File: config.mk
export PLATFORM = sky130hd
export DESIGN_NAME = sig_scan_unit
export DESIGN_NICKNAME = d
export VERILOG_FILES = /design/src/rtl/sig_scan_unit_pkg.sv /design/src/rtl/sig_scan_unit_word_fifo.sv /design/src/rtl/sig_scan_unit.sv
export SDC_FILE = /design/constraint.sdc
export NUM_CORES = 1
export LEC_CHECK = 0
export CORE_ASPECT_RATIO = 1.25
export CORE_UTILIZATION = 40
export CTS_CLUSTER_SIZE = 14
export DETAILED_ROUTE_END_ITERATION = 6
export GPL_ROUTABILITY_DRIVEN = 0
export HOLD_SLACK_MARGIN = 0.02
export SLEW_MARGIN = 20
export SYNTH_ARGS = -nofsm -noshare
export SYNTH_HDL_FRONTEND = slang
export SYNTH_SLANG_ARGS = --single-unit
export TNS_END_PERCENT = 5
File: constraint.sdc
create_clock -name clk_cpu -period 12.8 [get_ports clk_cpu]
set_input_delay 2.56 -clock clk_cpu [delete_from_list [all_inputs] [get_ports clk_cpu]]
set_output_delay 2.56 -clock clk_cpu [all_outputs]
set_load 0.02 [all_outputs]
File: src/rtl/sig_scan_unit_pkg.sv
// Shared definitions for the signature-scan coprocessor: register map,
// CTRL/STATUS bit positions, FSM encoding and the CTRL command decoder.
package sig_scan_unit_pkg;

    localparam logic [4:0] SSU_CTRL   = 5'h00;
    localparam logic [4:0] SSU_SIG    = 5'h04;
    localparam logic [4:0] SSU_DATA   = 5'h08;
    localparam logic [4:0] SSU_STATUS = 5'h0C;
    localparam logic [4:0] SSU_MPOS   = 5'h10;
    localparam logic [4:0] SSU_BCNT   = 5'h14;

    localparam logic [31:0] SSU_WIN_BYTES = 32'h18;

    localparam int CTRL_START     = 0;
    localparam int CTRL_CLEAR     = 1;
    localparam int CTRL_SIG_CLEAR = 2;

    localparam int ST_BUSY    = 0;
    localparam int ST_MATCH   = 1;
    localparam int ST_OVF     = 2;
    localparam int ST_EMPTY   = 3;
    localparam int ST_SIG_LSB = 4;

    typedef enum logic [1:0] {
        SSU_IDLE    = 2'd0,
        SSU_SCAN    = 2'd1,
        SSU_MATCHED = 2'd2
    } ssu_state_e;

    typedef enum logic [1:0] {
        CMD_NONE,
        CMD_CLEAR,
        CMD_SIG_CLEAR,
        CMD_START
    } ctrl_cmd_e;

    // Only the highest-priority CTRL bit of a write takes effect.
    function automatic ctrl_cmd_e decode_ctrl(input logic [2:0] bits);
        ctrl_cmd_e cmd;
        cmd = CMD_NONE;
        if (bits[CTRL_CLEAR])          cmd = CMD_CLEAR;
        else if (bits[CTRL_SIG_CLEAR]) cmd = CMD_SIG_CLEAR;
        else if (bits[CTRL_START])     cmd = CMD_START;
        return cmd;
    endfunction

endpackage

File: src/rtl/sig_scan_unit_word_fifo.sv
// Synchronous 32-bit word FIFO; a push while full is accepted only when a pop
// frees a slot in the same cycle.
module word_fifo #(
    parameter int DEPTH = 4
) (
    input  logic        clk_cpu,
    input  logic        reset,
    input  logic        push,
    input  logic        pop,
    input  logic [31:0] din,
    output logic [31:0] dout,
    output logic        full,
    output logic        empty
);
    localparam int AW = $clog2(DEPTH);
    localparam logic [AW:0] FULL_CNT = (AW + 1)'(DEPTH);

    logic [31:0]   mem [DEPTH];
    logic [AW-1:0] rd_ptr_q, rd_ptr_d;
    logic [AW-1:0] wr_ptr_q, wr_ptr_d;
    logic [AW:0]   count_q, count_d;
    logic          do_push, do_pop;

    assign full    = (count_q == FULL_CNT);
    assign empty   = (count_q == '0);
    assign do_pop  = pop && !empty;
    assign do_push = push && (!full || do_pop);
    assign dout    = mem[rd_ptr_q];

    always_comb begin
        rd_ptr_d = rd_ptr_q;
        wr_ptr_d = wr_ptr_q;
        count_d  = count_q;
        if (do_pop)  rd_ptr_d = rd_ptr_q + AW'(1);
        if (do_push) wr_ptr_d = wr_ptr_q + AW'(1);
        case ({do_push, do_pop})
            2'b10:   count_d = count_q + (AW + 1)'(1);
            2'b01:   count_d = count_q - (AW + 1)'(1);
            default: count_d = count_q;
        endcase
    end

    // NOTE: sequential state uses non-blocking assignments so every flop samples pre-edge values.
    always_ff @(posedge clk_cpu) begin
        if (reset) begin
            rd_ptr_q <= '0;
            wr_ptr_q <= '0;
            count_q  <= '0;
        end else begin
            rd_ptr_q <= rd_ptr_d;
            wr_ptr_q <= wr_ptr_d;
            count_q  <= count_d;
        end
    end

    // NOTE: storage is not reset; the pointers alone define which entries are valid.
    always_ff @(posedge clk_cpu) begin
        if (do_push) mem[wr_ptr_q] <= din;
    end

endmodule

File: src/rtl/sig_scan_unit.sv
// Memory-mapped signature-scan coprocessor: buffers stored words, serialises
// them little-endian and reports the first sliding-window signature match.
module sig_scan_unit
    import sig_scan_unit_pkg::*;
#(
    parameter logic [31:0] BASE_ADRS  = 32'h0000_0100,
    parameter int          FIFO_DEPTH = 4,
    parameter int          SIG_MAX    = 8
) (
    input  logic        clk_cpu,
    input  logic        reset,
    input  logic [31:0] adrs,
    input  logic [31:0] wr_data,
    input  logic        wr_en,
    output logic [31:0] rd_data,
    output logic        irq
);
    localparam logic [3:0] SIG_MAX_L = 4'(SIG_MAX);

    logic [31:0] offset;
    logic [4:0]  reg_off;
    logic        in_win;
    logic        wr_sig, wr_data_sel;
    ctrl_cmd_e   cmd;

    ssu_state_e state_q, state_d;
    logic       busy;

    logic [31:0]              hold_q, hold_d;
    logic [2:0]               hold_cnt_q, hold_cnt_d;
    logic [SIG_MAX-1:0][7:0]  win_q, win_d, win_next;
    logic [SIG_MAX-1:0][7:0]  sig_q, sig_d;
    logic [3:0]               sig_len_q, sig_len_d;
    logic [31:0]              byte_cnt_q, byte_cnt_d;
    logic [31:0]              match_pos_q, match_pos_d;
    logic                     match_q, match_d;
    logic                     ovf_q, ovf_d;
    logic                     irq_q, irq_d;

    logic        consume, pop, sig_eq, match_hit;
    logic [32:0] cnt_plus1;
    logic        fifo_rst, fifo_full, fifo_empty;
    logic [31:0] fifo_dout;
    logic [31:0] status;

    assign offset      = adrs - BASE_ADRS;
    assign in_win      = (offset < SSU_WIN_BYTES);
    assign reg_off     = {offset[4:2], 2'b00};
    assign cmd         = (wr_en && in_win && reg_off == SSU_CTRL) ? decode_ctrl(wr_data[2:0]) : CMD_NONE;
    assign wr_sig      = wr_en && in_win && (reg_off == SSU_SIG);
    assign wr_data_sel = wr_en && in_win && (reg_off == SSU_DATA);
    assign fifo_rst    = reset || (cmd == CMD_CLEAR);

    word_fifo #(.DEPTH(FIFO_DEPTH)) u_fifo (
        .clk_cpu (clk_cpu),
        .reset   (fifo_rst),
        .push    (wr_data_sel),
        .pop     (pop),
        .din     (wr_data),
        .dout    (fifo_dout),
        .full    (fifo_full),
        .empty   (fifo_empty)
    );

    always_ff @(posedge clk_cpu) begin
        if (reset) state_q <= SSU_IDLE;
        else       state_q <= state_d;
    end

    always_comb begin
        state_d = state_q;
        if (cmd == CMD_CLEAR) begin
            state_d = SSU_IDLE;
        end else begin
            case (state_q)
                SSU_IDLE:    if (cmd == CMD_START) state_d = SSU_SCAN;
                SSU_SCAN:    if (match_hit)        state_d = SSU_MATCHED;
                SSU_MATCHED: state_d = SSU_MATCHED;
                default:     state_d = SSU_IDLE;
            endcase
        end
    end

    always_comb begin
        busy = (state_q == SSU_SCAN);
    end

    // The next pop overlaps the last byte of the held word to keep 1 byte/cycle.
    assign consume   = busy && (hold_cnt_q != 3'd0);
    assign pop       = busy && !fifo_empty && (hold_cnt_q <= 3'd1);
    assign cnt_plus1 = {1'b0, byte_cnt_q} + 33'd1;

    // The signature is held newest-first so index k lines up with window index k.
    always_comb begin
        win_next    = win_q;
        win_next[0] = hold_q[7:0];
        for (int k = 1; k < SIG_MAX; k++) win_next[k] = win_q[k-1];
        sig_eq = 1'b1;
        for (int k = 0; k < SIG_MAX; k++) begin
            if ((k < int'(sig_len_q)) && (win_next[k] != sig_q[k])) sig_eq = 1'b0;
        end
        match_hit = consume && (sig_len_q != 4'd0) && (cnt_plus1 >= {29'd0, sig_len_q}) && sig_eq;
    end

    // NOTE: every signal written here gets a default first, so no latches are inferred.
    always_comb begin
        hold_d      = hold_q;
        hold_cnt_d  = hold_cnt_q;
        win_d       = win_q;
        sig_d       = sig_q;
        sig_len_d   = sig_len_q;
        byte_cnt_d  = byte_cnt_q;
        match_pos_d = match_pos_q;
        match_d     = match_q;
        ovf_d       = ovf_q;
        if (cmd == CMD_CLEAR) begin
            hold_d      = '0;
            hold_cnt_d  = '0;
            win_d       = '0;
            byte_cnt_d  = '0;
            match_pos_d = '0;
            match_d     = 1'b0;
            ovf_d       = 1'b0;
        end else begin
            if (cmd == CMD_SIG_CLEAR) sig_len_d = '0;
            if (wr_sig && (sig_len_q < SIG_MAX_L)) begin
                sig_d[0] = wr_data[7:0];
                for (int k = 1; k < SIG_MAX; k++) sig_d[k] = sig_q[k-1];
                sig_len_d = sig_len_q + 4'd1;
            end
            if (wr_data_sel && fifo_full && !pop) ovf_d = 1'b1;
            if (pop) begin
                hold_d     = fifo_dout;
                hold_cnt_d = 3'd4;
            end else if (consume) begin
                hold_d     = {8'h00, hold_q[31:8]};
                hold_cnt_d = hold_cnt_q - 3'd1;
            end
            if (consume) begin
                win_d = win_next;
                if (byte_cnt_q != 32'hFFFF_FFFF) byte_cnt_d = byte_cnt_q + 32'd1;
            end
            if (match_hit) begin
                match_d     = 1'b1;
                match_pos_d = byte_cnt_q;
            end
        end
        irq_d = (state_d == SSU_MATCHED);
    end

    always_ff @(posedge clk_cpu) begin
        if (reset) begin
            hold_q      <= '0;
            hold_cnt_q  <= '0;
            win_q       <= '0;
            sig_q       <= '0;
            sig_len_q   <= '0;
            byte_cnt_q  <= '0;
            match_pos_q <= '0;
            match_q     <= 1'b0;
            ovf_q       <= 1'b0;
            irq_q       <= 1'b0;
        end else begin
            hold_q      <= hold_d;
            hold_cnt_q  <= hold_cnt_d;
            win_q       <= win_d;
            sig_q       <= sig_d;
            sig_len_q   <= sig_len_d;
            byte_cnt_q  <= byte_cnt_d;
            match_pos_q <= match_pos_d;
            match_q     <= match_d;
            ovf_q       <= ovf_d;
            irq_q       <= irq_d;
        end
    end

    assign irq = irq_q;

    always_comb begin
        status                      = '0;
        status[ST_BUSY]             = busy;
        status[ST_MATCH]            = match_q;
        status[ST_OVF]              = ovf_q;
        status[ST_EMPTY]            = fifo_empty;
        status[ST_SIG_LSB +: 4]     = sig_len_q;
        rd_data = '0;
        if (in_win) begin
            case (reg_off)
                SSU_STATUS: rd_data = status;
                SSU_MPOS:   rd_data = match_pos_q;
                SSU_BCNT:   rd_data = byte_cnt_q;
                default:    rd_data = '0;
            endcase
        end
    end

endmodule
==> images/pdn.png <==
Scale: 1.5 px per um. Pins as bars on the die edge. Tap cells in grey.
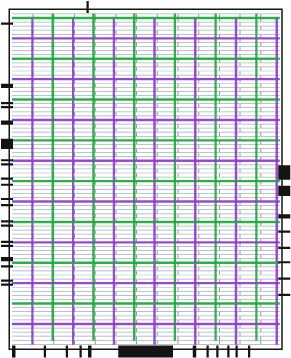
colour	net
green	VDD
purple	VSS
met1 rails	82
signal pins	100
met4 straps	13
met5 straps	16
rows	81
Peak VDD IR: 0.109 mV
horizontal die size: 181 um
Core Box Area: 0.0393 mm^2
die height: 226 um

==> images/final_clocks.png <==
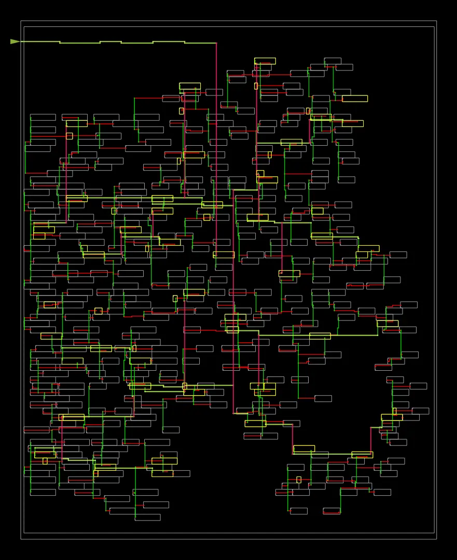
CTS sink cnt: 365
clock latency reported for the late side of the worst-skew pair: 0.54 ns
Clk power: 0.00110 W
layout clock buffer count: 51

==> images/met3.png <==
Scale: 1 px per um. Cells faint in the background.
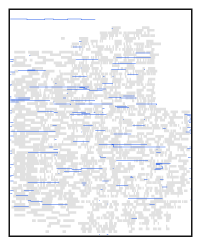
wire length on this layer	1400 um
share of all routed wire	4.0%
met3 demand-to-capacity share in global routing: 2.56%
total wire length after detailed routing: 35300 um
overall via count from detail_route: 11408

==> images/met2.png <==
Scale: 1 px per um.
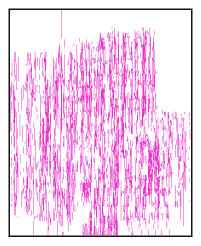
share of all routed wire	53%
main direction	vertical
nets with wire on the layer	1362
wire length on this layer	18600 um

==> GITHUB_STEP_SUMMARY <==
## Synthesis and layout report

| Metric | Value |
|---|---|
| Status | complete, no violations |
| Syn Std Cell Area | 0.0160 mm^2 |
| RSZ-0062 raised after global routing | no |
| Core Rows | a little over 80 |
| Ys flop type | dfxtp_1 |
| Number of unique standard cell types used by synthesis | 66 |
| Count of fill cells added during filler insertion | 3736 |
| RR Endpoint | u_fifo.count_q[2]$_SDFFE_PP0P_ |
| Area of all sequential standard cells | approximately 0.0086 mm^2 |
| Antenna Diode Count | 0 |
| Final sequential cell count | 365 |
| F_max | 113 MHz |
| Synth-to-layout area growth | 16.0% |
| Number of buffers inserted by hold repair at cts | 0 |
| Number of global-route vias before repair | roughly 11000 |
| Post-route clock skew | 0.0216 ns |
| Combined area of the multi-input logic cells | approximately 0.0069 mm^2 |
| Post-Syn Area per Cell | 9.76 um^2 |
| Maximum number of pins on one net before global-route repair | 87 |
| Worst hold path class | register to register |
| Critical path, cell by cell | clkdlybuf4s50_1 -> or4_1 -> or2_2 -> nor4_2 -> o221ai_4 -> nand2b_1 -> nor2_1 -> clkdlybuf4s50_1 |
| Total gr overflow | 0 |
| Launch instance of the worst register-to-register path | hold_cnt_q[1]$_SDFFE_PP0P_ |
| Count of endpoints failing hold in the final timing report | 0 |
| CTS root buffer | clkbuf_16 |
| Initial cell density of the core | 40.7% |
| Number of levels the H-tree was split into | 2 |
| Hold path startpoint | state_q[1]$_SDFF_PP0_ |
| Number of instances on the worst hold path | 1 |
| Clock transition at the register clock pins on the worst setup and hold paths after CTS | 0.06 ns |
| Number of max-slew violations in the final report | 0 |
| Max-cap check violation count | 0 |
| Leakage power total | 6.20 nW |
| Routed met1 length | 14500 um |
| Crit path capture type | output port |
| Number of flops mapped to enable cells by yosys | between 100 and 150 |
| Uppermost metal layer occupied by signal nets | met4 |
| #MultiIn Comb | 1144 |
| Drt via density | 5.17 |
| Clock tree from TritonCTS | done |
| Sequential portion of the cell area | approximately 46% |
| Post-synthesis cell count from yosys | 1640 |
| Final worst setup slack | 3.93 ns |
| Area share, top type | around 30% |
| DRT Pass-1 Iters | 7 |
| Setup repair bufs after CTS | 0 |
| Leading area contributor after synthesis | dfxtp_1 |
| Non-clock buffer count in the final layout | 114 |
| Number of primary I/O pins | 100 |
| Cell repeated most along the worst path | clkdlybuf4s50_1 |
| Share of the cycle needed by the critical path after routing | between 60% and 70% |
| Net total in the final layout | 1764 |
-- report_power, final --
group	leakage, nW	switching [W]	internal [W]	total (W)
Combinational	2.53	0.0000295	0.0000225	0.0000520
Sequential	3.06	0.0000000000000567	0.00120	0.00120
Clock	0.621	0.000450	0.000649	0.00110
Total	6.20	0.000480	0.00187	0.00235
-- sequential cells by signal, indices dropped and copies added, names as in the netlist, named ones only --
signal and flops:
byte_cnt_q 32, u_fifo.count_q 3, state_q 2, match_q 1
irq 1, u_fifo.mem 128, hold_q 32, ovf_q 1
hold_cnt_q 3, match_pos_q 32, u_fifo.rd_ptr_q 2, sig_len_q 4
sig_q 64, u_fifo.wr_ptr_q 2, win_next 56
-- cells by family after synthesis --
logic type	share of synthesized area [%]
buf+inv	3.35
mux	8.76
flops	53.7
fa+ha+maj	1.22
compound gates	9.12
xor+xnor	6.02
simple gates	17.9
-- cell usage after synthesis, drive strengths merged, types with 5 or more instances --
master and n:
nand2 404, dfxtp 237, a21oi 196, edfxtp 128
nor2 118, xor2 79, clkbuf 71, mux2i 59
buf 42, mux4 32, xnor2 31, nor4 30
nand3 28, nand4 20, inv 18, nor3 15
ha 14, o21ai 12, or3 9, and3 8
mux2 8, a22oi 7, and2 6, a21o 5
a31oi 5, o21a 5, o31ai 5, or4 5
-- per-stage QoR --
stage          utilization [%]  power (W)  hold slack (ns)  std cells
6_report                  47.2    0.00235            0.422       2208
5_1_grt                   47.2    0.00243            0.447       2208
4_1_cts                   47.2    0.00238            0.425       2208
3_5_place_dp              44.0    0.00128            0.417       2139
3_3_place_gp              44.0    0.00128            0.408       2139
2_1_floorplan                -    0.00124            0.400       1640
-- critical path: cells and delay by family --
family                 cells  cell delay [ns]
AND-OR/OR-AND              1             0.29
AND/OR/NAND/NOR            5             2.43
buffers and inverters      2             1.02
Power and IR drop assume default switching activity.
